placement_by_type.png
Fill, decap, tap and diode cells in gray.
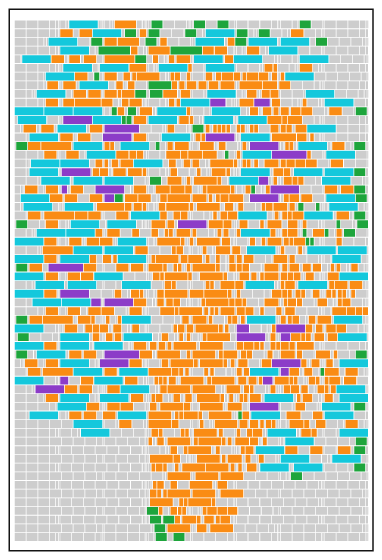
placement.png
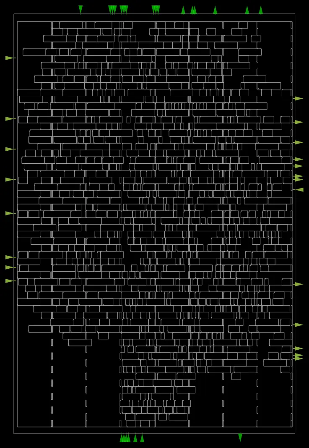
wires.png
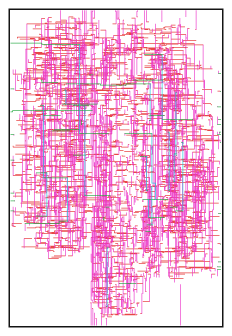
io_placement.png
Pins as bars across the die edge, other pins in gray.
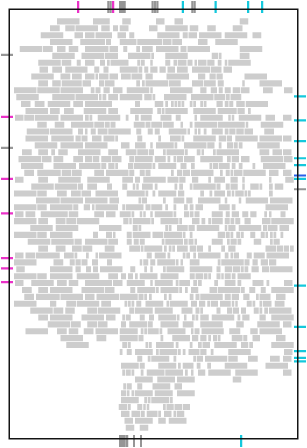
==> config.mk <==
export PLATFORM = sky130hd
export DESIGN_NAME = window_mac_engine
export DESIGN_NICKNAME = d
export VERILOG_FILES = /design/src/rtl/image_filter_pkg.sv /design/src/rtl/kernel_regfile.sv /design/src/rtl/window_mac_engine.sv
export SDC_FILE = /design/constraint.sdc
export NUM_CORES = 1
export LEC_CHECK = 0
export CAP_MARGIN = 15
export CORE_ASPECT_RATIO = 1.5
export CORE_UTILIZATION = 50
export DETAILED_ROUTE_END_ITERATION = 8
export GPL_TIMING_DRIVEN = 0
export PLACE_DENSITY = 0.72
export SLEW_MARGIN = 20
export SYNTH_ARGS = -nofsm -noshare
export SYNTH_HDL_FRONTEND = slang
export SYNTH_HIERARCHICAL = 1
export SYNTH_SLANG_ARGS = --single-unit
==> constraint.sdc <==
create_clock -name clk -period 16 [get_ports clk]
set_clock_uncertainty 0.2 [all_clocks]
set_input_delay 2.4 -clock clk [delete_from_list [all_inputs] [get_ports clk]]
set_output_delay 2.4 -clock clk [all_outputs]
set_load 0.005 [all_outputs]
==> flow report <==
===========================================================================
Max-slew violation total from the final report                            0
Area reported by Yosys stat                                     0.00930 mm²
Maximum number of pins on one net before global-route repair             59
Initial antenna violation count                                           0
Cell count after synthesis                                              842
Uppermost routed layer                                                 met4
Net switching share of the total power                                30.7%
Most numerous cell on the critical path                        sky130_fd_sc_hd__fa_1
Worst slack at placement                                            8360 ps
Ratio of final minimum period to clock period                         44.7%
Yosys synthesis warning count                                             6
Normalized max-slew margin                                            22.4%
Final GP Congestion                                                   0.870
Post-route ant nets                                                       0
Max-cap violation count                                                   0
Number of warnings in the stage logs                                     27
Overall overflow remaining after global route                             0
Largest delay share family, worst path                          adder cells
Met1 Resource Use GR                                                  22.4%
Instance area at placement                                       0.0101 mm²
Internal portion of total power                                    0.751 mW
Hold crit path type                                                 reg2reg
Count of different cell masters after synthesis                          66
WP data arrival                                                     7230 ps
Most used standard cells in the synthesized netlist            sky130_fd_sc_hd__dfrtp_1 (133), sky130_fd_sc_hd__mux2_2 (105), sky130_fd_sc_hd__inv_1 (90), sky130_fd_sc_hd__nand2_1 (59), sky130_fd_sc_hd__fa_1 (56)
Number of clock sinks                                                   133
Router iterations before antenna repair                                   4
Count of hold buffers inserted by post-cts repair                         0
Clk slew on worst S/H paths                                           60 ps
Share of the synthesized area in the top cell type                    35.8%
Combinational group share of total power                              25.7%
Floorplan core density                                                51.4%
Transition at the pin with the smallest max-transition slack        1150 ps
Status                                                         finished, final reports clean
Share of power burned in registers                                    35.0%
Chip area                                                        0.0192 mm²
Crit-path slowest cell                                         sky130_fd_sc_hd__clkdlybuf4s50_1
CTS tree                                                               done
===========================================================================
Notes on placement_by_type.png above:
- clock drivers and dummy loads: purple (cells 32)
- combinational and other logic: orange (cells 689)
- flops: cyan (cells 133)
- other buffers and delay cells: green (cells 65)
Seq area share: 30.9%
final core utilization: 59.5%

Notes on placement.png above:
num rows: 60
sequential cell count: 133
inserted tap cell count: 248
Core Region: 0.0181 mm²

Notes on wires.png above:
- metal 1: red (wire length 7340 µm)
- metal 2: magenta (wire length 11000 µm)
- metal 3: green (wire length 434 µm)
- metal 4: cyan (wire length 475 µm)
total routed wirelength: 19.2 mm
global router's overall resource usage: 21.8%
via count of the routed design: 6335
routed length per placed instance: 16.5 µm

Notes on io_placement.png above:
- `kernel_in`: magenta (pins 8; direction input; edge 6 west, 2 north)
- `matrix_result`: cyan (pins 16; direction output; edge 11 east, 4 north, 1 south)
- `overflow`: blue (pins 1; direction output; edge east)
- all pins by edge: 16 north, 13 east, 8 west, 7 south
number of port buffers: 43
width of the die: 113 µm
floorplan die height: 169 µm

==> power groups by stage <==
| stage | clock network, mW | registers [mW] | logic, mW |
|---|---|---|---|
| 2_1_floorplan | 0 | 0.378 | 0.217 |
| 3_3_place_gp | 0 | 0.385 | 0.271 |
| 3_5_place_dp | 0 | 0.386 | 0.280 |
| 4_1_cts | 0.432 | 0.380 | 0.282 |
| 5_1_grt | 0.447 | 0.383 | 0.317 |
| 6_report | 0.426 | 0.380 | 0.279 |
==> cells by family (layout without fill, tap and decap cells) <==
group / count (synthesis) / after routing / synth area share (%)
compound gates: 121 / 121 / 8.73
xor+xnor: 29 / 29 / 2.73
fa+ha+maj: 106 / 106 / 18.8
buf+inv: 110 / 187 / 4.83
flops: 133 / 133 / 35.8
mux: 127 / 127 / 16.3
simple gates: 216 / 216 / 12.9
==> area by class of cell <==
class | count | area, µm² | share of cell area [%]
sequential | 133 | 3330 | 30.9
timing repair buffer | 45 | 485 | 4.51
tap | 248 | 310 | 2.88
clock buffer | 19 | 453 | 4.21
multi-input combinational | 599 | 5530 | 51.4
inverter | 90 | 343 | 3.19
clock inverter | 13 | 195 | 1.81
buffer | 20 | 111 | 1.04
==> cells in the final DEF, fill, tap and decap left out, drive strengths merged, types with 29 or more instances in the layout <==
cell type and count:
clkbuf 29, clkdlybuf4s50 43, fa 56, mux2 106, ha 50, and2 44
nand2 60, nor2 39, dfrtp 133, a21oi 29, inv 93
==> stage by stage <==
stage / hold slack [ps] / cells / util (%)
CTS: 290 / 1167 / 59.5
floorplan: 245 / 842 / -
finish: 284 / 1167 / 59.5
detailed placement: 274 / 1135 / 55.9
global route: 308 / 1167 / 59.5
global placement: 269 / 1133 / 55.5
No activity file was given, so power comes from the tool's default toggle rates.
